==> config.mk <==
export PLATFORM = sky130hd
export DESIGN_NAME = rand_traffic_gen
export DESIGN_NICKNAME = d
export VERILOG_FILES = /design/src/rtl/grid_traffic_pkg.sv /design/src/rtl/rand_traffic_gen.sv
export SDC_FILE = /design/constraint.sdc
export NUM_CORES = 1
export LEC_CHECK = 0
export ABC_AREA = 1
export CAP_MARGIN = 20
export CORE_ASPECT_RATIO = 1.5
export CORE_UTILIZATION = 40
export DETAILED_ROUTE_END_ITERATION = 8
export PLACE_DENSITY = 0.74
export SETUP_SLACK_MARGIN = 0.1
export SYNTH_ARGS = -nofsm -noshare
export SYNTH_HDL_FRONTEND = slang
export SYNTH_SLANG_ARGS = --single-unit
==> constraint.sdc <==
create_clock -name clk -period 2.85 [get_ports clk]
set_input_delay 0.4275 -clock clk [delete_from_list [all_inputs] [get_ports clk]]
set_output_delay 0.4275 -clock clk [all_outputs]
set_load 0.05 [all_outputs]
Fig. 1: run 1, signal wires on met2
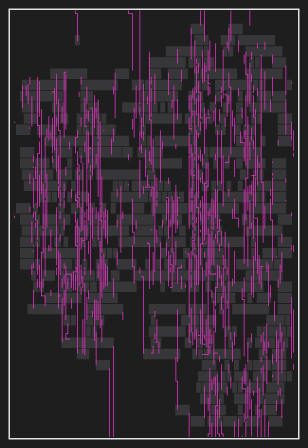
longest straight run = 30.9 µm
main direction = vertical
nets with wire on the layer = 366
met2 usage: 0.305
detailed-route via count: 2420

Fig. 2: run 1, cell area per tile
The die is cut into 7 by 10 equal tiles; white is low, dark blue is high, 0 to 100% covered.
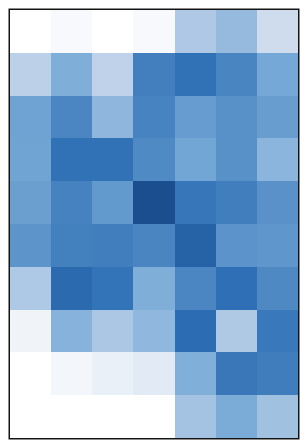
nearly empty tiles = 10%
mean over tiles = 47%
fullest tile = 88%
tiles over 75% full = 5.7%
densest ninth of the die = center
Core Box Area: 0.00658 mm²
Starting Density: 0.421
Finished Core Util: 0.533

Fig. 3: run 1, where the registers sit
Other sequential cells in the stronger gray, the rest of the logic in the fainter gray.
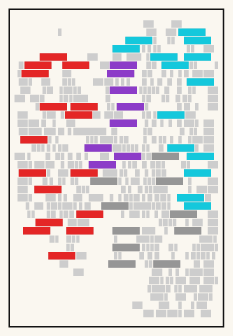
flit_data -> cyan  # sequential cells 14
seq_q -> purple  # sequential cells 8
pkt_count -> red  # sequential cells 16
P_seq: 680 µW
Seq/total area: 0.342

==> summary.txt, run 1 <==
most frequent cells after synthesis: nand2_1, dfrtp_1, inv_1
Required @ worst endpoint: 3050 ps
CTS sink cnt: 48
RSZ-0062 raised after global routing: no
post-synthesis simple-gate area fraction: 0.310
crit end category: register
GRT met3 Usage: 0.0300
CP Buf/Inv Count: 3
average vias per placed instance: 4.87
Post-route DRC: 0
finished layout cell area: 0.00351 mm²
hold_ws: 161 ps
# setup viols final: 0
Register Area: 0.00120 mm²
Post-synth ARST share: 1.00
Pleak: 1.75 nW
Final TNS setup: 0 ps
Biggest Area Class: combinational gates
main logic family after synthesis: simple AND/OR/NAND/NOR gates
Routed Antenna Nets: 0
Post-DP HPWL: 4.36 mm
Top delay family on crit path: buffers and inverters
Worst-path clk slew: 90 ps
Non-clk bufs: 62
most frequent logic cell in the layout: nand2_1
IO Count: 112
Seq pwr share: 0.545
Tap Count: 76
power share of the combinational group: 0.065
r2r setup slk: 910 ps
status: finished, final reports clean
largest net degree at the start of global routing: 31
CTS tree: yes
nonclk inv count: 46
comb pwr: 81.2 µW
clock buffer depth: 2
clk tree area frac: 0.0307
initial DRC count: 99
Cells after DPL: 489
Worst path slowest cell: clkdlybuf4s50_1
DRT Wirelength: 5.76 mm
post-place setup slack: 424 ps
Synth area leader: dfrtp_1
wire per inst: 11.6 µm
mapped cell area: 0.00277 mm²
Final Max-Slew Violation Tally: 0
AO/OA Area Share: 0.0493
maxcap violations: 0
DR pass1 iterations: 4
first-pass GRT wire length: 9.83 mm
Post-Layout Cell Count: 497
Row Count: 36
logic share of the area: 0.377
final worst path period need: 2090 ps
Die X: 69.9 µm
GRT overflow: 0
WL met1: 2.37 mm
CTS root buffer: clkbuf_8
switch share: 0.213
Post-Synth Adder-Cell Area: 0.0497
setup bufs post-CTS: 0
xor and xnor fraction of the mapped netlist area: 0.0665
crit-path max FO: 18
Final Worst Setup Slack: 757 ps
Distinct cells, synth: 27
Syn Inst Count: 363
Clock Skew: 5.21 ps
Slew @ Worst Pin: 690 ps
Yosys Chip Area: 0.00277 mm²
ratio of cells with drive above 1 in the final layout: 0.0641
syn_area_per_cell: 7.62 µm²
Fin. Hold Viols: 0
Fill cells: 638
Critical Path Max Stage Delay: 450 ps
Fig. 4: run 1, cell outlines without signal wires
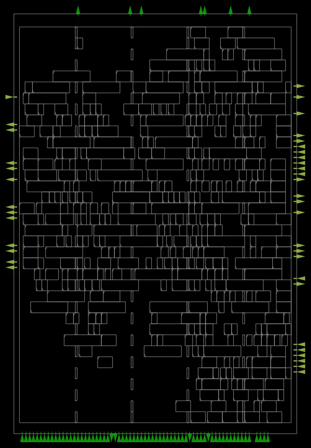

==> inputs of run 2 (changes only) <==
==> constraint.sdc (replaced) <==
create_clock -name clk -period 2 [get_ports clk]
set_input_delay 0.3 -clock clk [delete_from_list [all_inputs] [get_ports clk]]
set_output_delay 0.3 -clock clk [all_outputs]
set_load 0.05 [all_outputs]
Fig. 5: run 2, cell outlines without signal wires
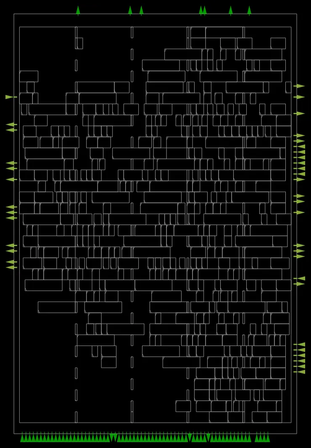
Row Count: 36
Finished Core Util: 0.545
Post-Layout Cell Count: 502
Tap Count: 76
Fill cells: 644

Fig. 6: run 2, where the registers sit
Other sequential cells in the stronger gray, the rest of the logic in the fainter gray.
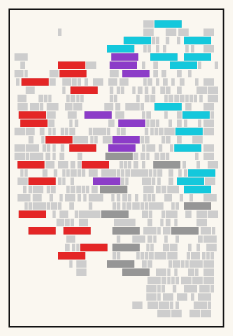
flit_data -> cyan  # sequential cells 14
seq_q -> purple  # sequential cells 8
pkt_count -> red  # sequential cells 16
not colored = 10
Seq/total area: 0.335
P_seq: 969 µW
Register Area: 0.00120 mm²

==> summary.txt, run 2 <==
status: finished, violations left (was finished, final reports clean)
failing checks: negative hold slack
R2R depth: 9 (was 8)
ys cells: 363 (unchanged)
Port Buffers: 59 (unchanged)
# setup viols final: 0 (unchanged)
Final Worst Setup Slack: 140 ps (was 757 ps)
xor and xnor fraction of the mapped netlist area: 0.0665 (unchanged)
final worst path period need: 1860 ps
# resized after CTS: 5 (was 0)
Final Max-Slew Violation Tally: 0 (unchanged)
power share of the combinational group: 0.076 (was 0.065)
finished layout cell area: 0.00359 mm² (was 0.00351 mm²)
fin nets: 512 (was 507)
largest net degree at the start of global routing: 26 (was 31)
Critical Path Max Stage Delay: 830 ps (was 450 ps)
Required @ worst endpoint: 1700 ps (was 3050 ps)
mapped cell area: 0.00277 mm² (unchanged)
average vias per placed instance: 4.89 (was 4.87)
Distinct cells, synth: 27 (unchanged)
GRT met3 Usage: 0.0233 (was 0.0300)
CTS tree: yes (unchanged)
Post-Synth Adder-Cell Area: 0.0497 (unchanged)
Pleak: 1.88 nW (was 1.75 nW)
met2 usage: 0.333 (was 0.305)
GRT overflow: 0 (unchanged)
Die X: 69.9 µm (unchanged)
Post-DP HPWL: 4.44 mm (was 4.36 mm)
Final TNS setup: 0 ps (unchanged)
total power: 1.68 mW (was 1.25 mW)
Top delay family on crit path: buffers and inverters (unchanged)
AO/OA Area Share: 0.0493 (unchanged)
RSZ-0062 raised after global routing: no (unchanged)
maxcap violations: 0 (unchanged)
nonclk inv count: 46 (unchanged)
main logic family after synthesis: simple AND/OR/NAND/NOR gates (unchanged)
Worst-path clk slew: 90 ps (about the same)
die height: 104 µm (unchanged)
Routed Antenna Nets: 0 (unchanged)
routed length on met3: 210 µm (was 256 µm)
most frequent logic cell in the layout: nand2_1 (unchanged)
setup bufs post-CTS: 0 (unchanged)
Internal: 1.28 mW (was 982 µW)
first-pass GRT wire length: 10.4 mm (was 9.83 mm)
Worst path slowest cell: clkdlybuf4s50_1 (unchanged)
area post-placement: 0.00345 mm² (was 0.00340 mm²)
Core Box Area: 0.00658 mm² (unchanged)
post-synthesis simple-gate area fraction: 0.310 (unchanged)
CTS root buffer: clkbuf_8 (unchanged)
syn_area_per_cell: 7.62 µm² (unchanged)
most frequent cells after synthesis: nand2_1, dfrtp_1, inv_1 (unchanged)
Biggest Area Class: combinational gates (unchanged)
Relative slew margins: 0.599 (was 0.540)
CP Buf/Inv Count: 1 (was 3)
ratio of cells with drive above 1 in the final layout: 0.0869 (was 0.0641)
hold_ws: -9.39 ps (was 161 ps)
CTS sink cnt: 48 (unchanged)
Starting Density: 0.421 (unchanged)
Yosys Chip Area: 0.00277 mm² (unchanged)
switch share: 0.234 (was 0.213)
startpoint type of the worst setup path: register (was input port)
Syn Inst Count: 363 (unchanged)
Cells after DPL: 494 (was 489)
top cell type's share of synthesized area: 0.434 (unchanged)
Slew @ Worst Pin: 602 ps (was 690 ps)
clk tree area frac: 0.0248 (was 0.0307)
crit end category: output pin (was register)
logic share of the area: 0.378 (was 0.377)
wire per inst: 11.7 µm (was 11.6 µm)
Seq pwr share: 0.578 (was 0.545)
most common cell in the netlist: nand2_1 (unchanged)
TritonCTS Buffers: 5 (unchanged)
comb pwr: 127 µW (was 81.2 µW)
GRT met1 Usage: 0.192 (was 0.182)
clock buffer depth: 2 (unchanged)
Post-synth ARST share: 1.00 (unchanged)
Synth area leader: dfrtp_1 (unchanged)
Logic area: 0.00136 mm² (was 0.00132 mm²)
Fin. Hold Viols: 9 (was 0)
initial DRC count: 98 (was 99)
DRT Wirelength: 5.86 mm (was 5.76 mm)
IO Count: 112 (unchanged)
post-place setup slack: -258 ps (was 424 ps)
detailed-route via count: 2454 (was 2420)
Clock Skew: 6.85 ps (was 5.21 ps)
Post-route DRC: 0 (unchanged)
WL met1: 2.45 mm (was 2.37 mm)
crit-path max FO: 5 (was 18)
r2r setup slk: 280 ps (was 910 ps)
DR pass1 iterations: 4 (unchanged)
Non-clk bufs: 67 (was 62)
Power figures rest on the tool's default switching activity, not on a simulated workload.
